--- src/rtl/seq_num_alloc_pkg.sv ---
// seq_num_alloc_pkg
//   Shared sequence-number helpers for the issue-side allocator and the
//   writeback-commit unit.
//   seq_wide_t    : container wide enough for any sequence-number width in use;
//                   callers zero-extend their narrow numbers into it.
//   seq_age       : distance of s from tail, modulo 2^bits.
//   seq_in_flight : s lies inside the window [tail, tail+count).
package seq_num_alloc_pkg;

  localparam int unsigned SEQ_MAX_BITS = 16;

  typedef logic [SEQ_MAX_BITS-1:0] seq_wide_t;

  function automatic seq_wide_t seq_age(input seq_wide_t s,
                                        input seq_wide_t tail,
                                        input int unsigned bits);
    seq_wide_t mask;
    mask = (seq_wide_t'(1) << bits) - seq_wide_t'(1);
    return (s - tail) & mask;
  endfunction

  function automatic logic seq_in_flight(input seq_wide_t s,
                                         input seq_wide_t tail,
                                         input seq_wide_t count,
                                         input int unsigned bits);
    return seq_age(s, tail, bits) < count;
  endfunction

endpackage

--- src/rtl/seq_done_table.sv ---
// seq_done_table
//   One completion bit per sequence number.
//   clk, rst        : clock, asynchronous active-low reset (clears all bits)
//   set_en/set_idx  : mark a number complete
//   clr_a_en/idx    : clear a bit (used on allocation)
//   clr_b_en/idx    : clear a bit (used on commit)
//   rd_idx/rd_done  : combinational read of one bit
//   A clear and a set of the same bit in one cycle leaves it cleared.
module seq_done_table #(
  parameter int unsigned p_idx_bits = 3
) (
  input  logic                  clk,
  input  logic                  rst,
  input  logic                  set_en,
  input  logic [p_idx_bits-1:0] set_idx,
  input  logic                  clr_a_en,
  input  logic [p_idx_bits-1:0] clr_a_idx,
  input  logic                  clr_b_en,
  input  logic [p_idx_bits-1:0] clr_b_idx,
  input  logic [p_idx_bits-1:0] rd_idx,
  output logic                  rd_done
);

  localparam int unsigned DEPTH = 1 << p_idx_bits;

  typedef logic [DEPTH-1:0] vec_t;

  vec_t done_q;
  vec_t set_mask;
  vec_t clr_mask;

  always_comb begin
    set_mask = vec_t'(set_en) << set_idx;
    clr_mask = (vec_t'(clr_a_en) << clr_a_idx) | (vec_t'(clr_b_en) << clr_b_idx);
  end

  always_ff @(posedge clk or negedge rst) begin
    if (!rst) begin
      done_q <= '0;
    end else begin
      done_q <= (done_q | set_mask) & ~clr_mask;
    end
  end

  assign rd_done = done_q[rd_idx];

endmodule

--- src/rtl/seq_num_alloc.sv ---
// seq_num_alloc
//   Hands out sequence numbers in order to instructions entering the execute
//   pipes, tracks completions, retires numbers in order on commit and rolls
//   the window back on squash.
//   clk, rst                       : clock, asynchronous active-low reset
//   alloc_val/alloc_rdy            : allocation handshake
//   alloc_seq_num                  : number granted on alloc_val & alloc_rdy
//   complete_val/complete_seq_num  : completion notification
//   commit_val/commit_seq_num      : in-order commit notification
//   squash_val/squash_seq_num      : squash; squash_seq_num is youngest survivor
//   oldest_seq_num/oldest_complete : tail of the window and its done bit
//   in_flight, empty               : occupancy
//   err                            : sticky protocol-violation flag
module seq_num_alloc
  import seq_num_alloc_pkg::*;
#(
  parameter int unsigned p_seq_num_bits = 3
) (
  input  logic                      clk,
  input  logic                      rst,
  input  logic                      alloc_val,
  output logic                      alloc_rdy,
  output logic [p_seq_num_bits-1:0] alloc_seq_num,
  input  logic                      complete_val,
  input  logic [p_seq_num_bits-1:0] complete_seq_num,
  input  logic                      commit_val,
  input  logic [p_seq_num_bits-1:0] commit_seq_num,
  input  logic                      squash_val,
  input  logic [p_seq_num_bits-1:0] squash_seq_num,
  output logic [p_seq_num_bits-1:0] oldest_seq_num,
  output logic                      oldest_complete,
  output logic [p_seq_num_bits:0]   in_flight,
  output logic                      empty,
  output logic                      err
);

  localparam int unsigned DEPTH = 1 << p_seq_num_bits;

  typedef logic [p_seq_num_bits-1:0] seq_t;
  typedef logic [p_seq_num_bits:0]   cnt_t;

  localparam cnt_t CNT_FULL = cnt_t'(DEPTH);

  seq_t head_q, head_d;
  seq_t tail_q, tail_d;
  cnt_t count_q, count_d;
  logic err_q, err_d;

  seq_t squash_age;
  logic alloc_fire;
  logic complete_ok;
  logic commit_ok;
  logic squash_ok;
  logic tail_done;

  always_comb begin
    // Depends only on registered state, squash_val and reset: commit_val
    // never reaches alloc_rdy, so a commit at full frees a slot next cycle.
    alloc_rdy   = rst && (count_q != CNT_FULL) && !squash_val;
    alloc_fire  = alloc_val && alloc_rdy;

    // All legality checks see the pre-update window.
    complete_ok = seq_in_flight(seq_wide_t'(complete_seq_num), seq_wide_t'(tail_q),
                                seq_wide_t'(count_q), p_seq_num_bits);
    squash_ok   = seq_in_flight(seq_wide_t'(squash_seq_num), seq_wide_t'(tail_q),
                                seq_wide_t'(count_q), p_seq_num_bits);
    commit_ok   = commit_val && (count_q != '0) && (commit_seq_num == tail_q);
    squash_age  = seq_t'(seq_age(seq_wide_t'(squash_seq_num), seq_wide_t'(tail_q),
                                 p_seq_num_bits));

    err_d = err_q
          | (complete_val && !complete_ok)
          | (commit_val   && !commit_ok)
          | (squash_val   && !squash_ok);

    tail_d = commit_ok ? tail_q + seq_t'(1) : tail_q;

    // Squash rebuilds the window length from its own age; a same-cycle
    // commit then removes the tail. Allocation cannot fire while squashing.
    if (squash_val && squash_ok) begin
      head_d  = squash_seq_num + seq_t'(1);
      count_d = cnt_t'(squash_age) + cnt_t'(1) - cnt_t'(commit_ok);
    end else begin
      head_d  = head_q + seq_t'(alloc_fire);
      count_d = count_q + cnt_t'(alloc_fire) - cnt_t'(commit_ok);
    end
  end

  always_ff @(posedge clk or negedge rst) begin
    if (!rst) begin
      head_q  <= '0;
      tail_q  <= '0;
      count_q <= '0;
      err_q   <= 1'b0;
    end else begin
      head_q  <= head_d;
      tail_q  <= tail_d;
      count_q <= count_d;
      err_q   <= err_d;
    end
  end

  seq_done_table #(
    .p_idx_bits (p_seq_num_bits)
  ) u_done (
    .clk       (clk),
    .rst       (rst),
    .set_en    (complete_val && complete_ok),
    .set_idx   (complete_seq_num),
    .clr_a_en  (alloc_fire),
    .clr_a_idx (head_q),
    .clr_b_en  (commit_ok),
    .clr_b_idx (tail_q),
    .rd_idx    (tail_q),
    .rd_done   (tail_done)
  );

  assign alloc_seq_num   = head_q;
  assign oldest_seq_num  = tail_q;
  assign oldest_complete = (count_q != '0) && tail_done;
  assign in_flight       = count_q;
  assign empty           = (count_q == '0);
  assign err             = err_q;

  // Line trace: grant marker, head, tail, count, error marker.
  function automatic string trace();
    return $sformatf("%s%0d|%0d#%0d%s",
                     alloc_fire ? "+" : ".", head_q, tail_q, count_q,
                     err_q ? "!" : " ");
  endfunction

endmodule

--- config.mk ---
export PLATFORM = sky130hd
export DESIGN_NAME = seq_num_alloc
export DESIGN_NICKNAME = d
export VERILOG_FILES = /design/src/rtl/seq_num_alloc_pkg.sv /design/src/rtl/seq_done_table.sv /design/src/rtl/seq_num_alloc.sv
export SDC_FILE = /design/constraint.sdc
export NUM_CORES = 1
export LEC_CHECK = 0
export ABC_AREA = 1
export CORE_MARGIN = 2
export CORE_UTILIZATION = 26
export CTS_CLUSTER_SIZE = 30
export DETAILED_ROUTE_END_ITERATION = 16
export PLACE_DENSITY_LB_ADDON = 0.25
export SETUP_SLACK_MARGIN = 0.1
export SKIP_CTS_REPAIR_TIMING = 1
export SYNTH_ARGS = -nofsm -noshare
export SYNTH_HDL_FRONTEND = slang
export SYNTH_SLANG_ARGS = --single-unit
--- constraint.sdc ---
create_clock -name clk -period 3.4 [get_ports clk]
set_clock_uncertainty 0.1 [all_clocks]
set_input_delay 0.51 -clock clk [delete_from_list [all_inputs] [get_ports clk]]
set_output_delay 0.51 -clock clk [all_outputs]
set_load 0.03 [all_outputs]
Fig. 1: run 1, layout detail
The bar under the picture is 10 um long. Window x 27 to 57, y 27 to 57 um. Cells in gray, sequential cells in the stronger gray; small squares are vias.
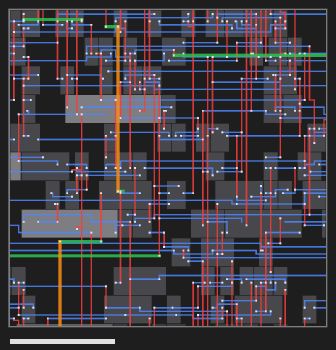
legend:
  met1:
    color: blue
  met2:
    color: red
  met3:
    color: green
  met4:
    color: orange
sequential cells in the window: 2
netlist names of flops here include: u_done.done_q (2)
most frequent: nand2_1 (15), nor2_1 (13), inv_1 (12)
cells with their middle in the window: 75

Fig. 2: run 1, wiring by layer
Two of the layers only.
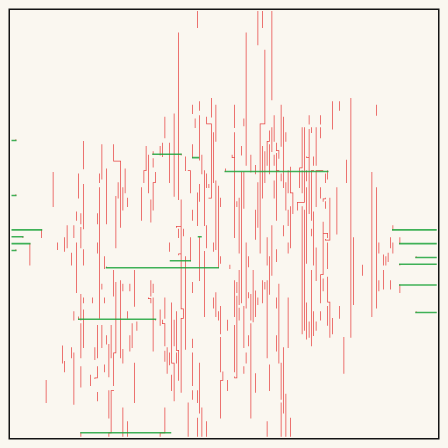
legend:
  met3:
    color: green
    wire_length: 137 um
  met2:
    color: red
    wire_length: 1830 um
vias: 1435
final WL: 4.13 mm
Total Routing Usage GR: 0.125

Fig. 3: run 1, the clock network
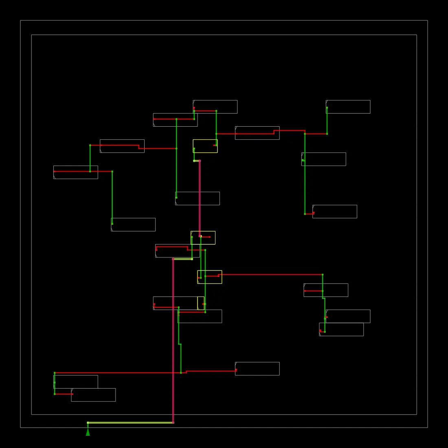
flip-flops: 19
clk sinks: 19

==> out/qor.csv, run 1 <==
stage;metric;value;unit
route;met3 WL;137;um
placement;Placed Cells;329;
finish;max FFs per register;8;
route;top routing layer used;met4;
global_routing;first-pass GRT wire length;7.10;mm
sta;Final Hold Vio Count;0;
min_path;hold path cells;2;
setup_path;cell mode on critical path;o21ai_0;
finish;Fillers;699;
setup_path;CP max stage cell;clkdlybuf4s50_1;
run_status;status;complete, no violations;
setup_path;Crit. End Element;primary output;
setup_path;reg2reg start;oldest_seq_num[0];
yosys;Synth area leader;dfrtp_1;
setup_path;cell count of the worst reg-to-reg path;10;
floorplanning;# rows;29;
setup_path;max incr delay on CP;700;ps
setup_path;Critical Path Start Type;register;
setup_path;CP Launch Point;oldest_seq_num[1];
sta;RSZ-0062 raised after global routing;no;
setup_path;CP bufs+invs;2;
sta;Slew HR;0.675;
placement;IO buf count;28;
floorplanning;Core Region;0.00631;mm2
global_routing;pin count of the biggest net entering global routing;20;
floorplanning;die height;84.6;um
finish;multi-input gates;154;
route;Detail Route met2 WL;1.83;mm
route;DRT Pass-1 Iters;4;
sta;# setup viols final;0;
sta;Worst Tran Pin Value;487;ps
sta;Hold WS;390;ps
power;Seq power;464;uW
route;post-DR wirelength/cell;12.4;um
yosys;commonest cells in the netlist;47 x nand2_1, 43 x inv_1, 23 x ha_1, 20 x nor2_1, 19 x dfrtp_1;
finish;area growth from synthesis to layout;24.5;%
setup_path;CP required;2790;ps
placement;DP HPWL;3.34;mm
power;Clk network pwr share;0.089;
finish;dominant logic cell types in the final layout;47 x nand2_1, 43 x inv_1, 28 x clkdlybuf4s50_1;
finish;# diodes;0;
yosys;Syn Inst Count;224;
clock_network;# H-tree levels;1;
finish;flop share of the area;0.226;
setup_path;Worst Setup EP;oldest_complete;
finish;Signal buffers;31;
power;Internal;921;uW
yosys;yosys simple share;0.270;
yosys;Avg Inst Size Synth;7.54;um2
yosys;Seq share, synth;0.281;
==> run 2: changes to the inputs <==
--- a/config.mk
+++ b/config.mk
@@ -6,6 +6,7 @@
 export NUM_CORES = 1
 export LEC_CHECK = 0
 export ABC_AREA = 1
+export CAP_MARGIN = 20
 export CORE_MARGIN = 2
 export CORE_UTILIZATION = 26
 export CTS_CLUSTER_SIZE = 30
Fig. 4: run 2, the clock network
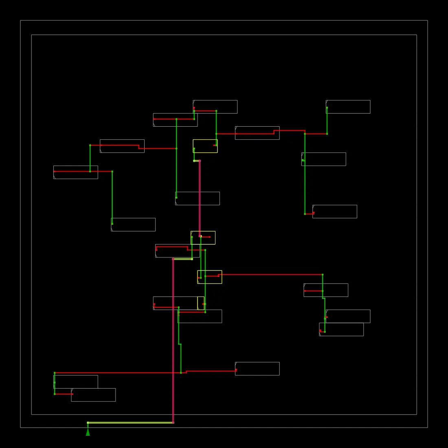
Power Clock: 169 uW
Clk Latency, worst-skew pair: 260 ps

==> run 2 against run 1 <==
Compared with the run above: critical path depth did not move; worst hold slack stayed put; register-to-register slack about the same; final cell count stayed put; combinational power hardly changed; final area stayed put; sequential cell count did not move; sequential power hardly changed; power is the same; area after synthesis did not move; routed wire length stayed put; critical endpoint unchanged.
==> out/qor.csv, run 2 <==
stage;metric;value;unit;change
yosys;yosys simple share;0.270;;unchanged
global_routing;Total Routing Usage GR;0.125;;unchanged
placement;dpl ws;166;ps;
min_path;hold path cells;2;;unchanged
yosys;Max-area cell share;0.281;;
yosys;Syn Inst Count;224;;unchanged
power;PwrDens;909;mW/mm2;
floorplanning;die height;84.6;um;unchanged
sta;post-route setup TNS;0;ps;
route;top routing layer used;met4;;
clock_network;# H-tree levels;1;;unchanged
sta;Hold WS;390;ps;unchanged
setup_path;CP required;2790;ps;about the same
route;Detail Route met2 WL;1.83;mm;unchanged
placement;Placed Cells;329;;unchanged
power;Clk network pwr share;0.089;;about the same
yosys;Synth area leader;dfrtp_1;;
route;met3 WL;137;um;unchanged
setup_path;max incr delay on CP;700;ps;about the same
setup_path;Critical Path Start Type;register;;
setup_path;CP Launch Point;oldest_seq_num[1];;
global_routing;busiest grt layer;met2;;
global_routing;first-pass GRT wire length;7.10;mm;unchanged
route;vias;1435;;unchanged
sta;Worst Tran Pin Value;487;ps;unchanged
clock_network;clk sinks;19;;unchanged
global_routing;pin count of the biggest net entering global routing;20;;unchanged
setup_path;crit-path max FO;8;;
finish;max FFs per register;8;;unchanged
setup_path;reg2reg start;oldest_seq_num[0];;
sta;RSZ-0062 raised after global routing;no;;
run_status;status;complete, no violations;;
floorplanning;I/O Pins;29;;
yosys;commonest cells in the netlist;47 x nand2_1, 43 x inv_1, 23 x ha_1, 20 x nor2_1, 19 x dfrtp_1;;
clock_network;Num CTS Buffers;3;;
power;Seq power;464;uW;about the same
setup_path;Crit. End Element;primary output;;
setup_path;cell mode on critical path;o21ai_0;;
sta;# setup viols final;0;;unchanged
finish;flip-flops;19;;unchanged
power;Internal;921;uW;unchanged
power;Max power group;combinational cells;;
finish;area growth from synthesis to layout;24.5;%;unchanged
setup_path;cell count of the worst reg-to-reg path;10;;unchanged
route;DRT Pass-1 Iters;4;;unchanged
route;final WL;4.13;mm;unchanged
sta;Final Hold Vio Count;0;;unchanged
finish;Fillers;699;;unchanged
placement;DP HPWL;3.34;mm;unchanged
finish;Signal buffers;31;;unchanged
Fig. 5: run 2, wiring by layer
Two of the layers only.
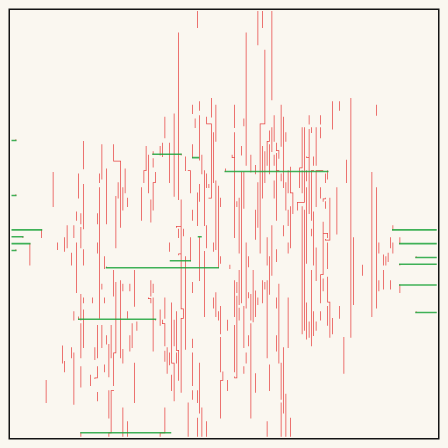
legend:
  met3:
    color: green
    wire_length: 137 um
  met2:
    color: red
    wire_length: 1830 um
post-DR wirelength/cell: 12.4 um

No activity file was given, so power comes from the tool's default toggle rates.
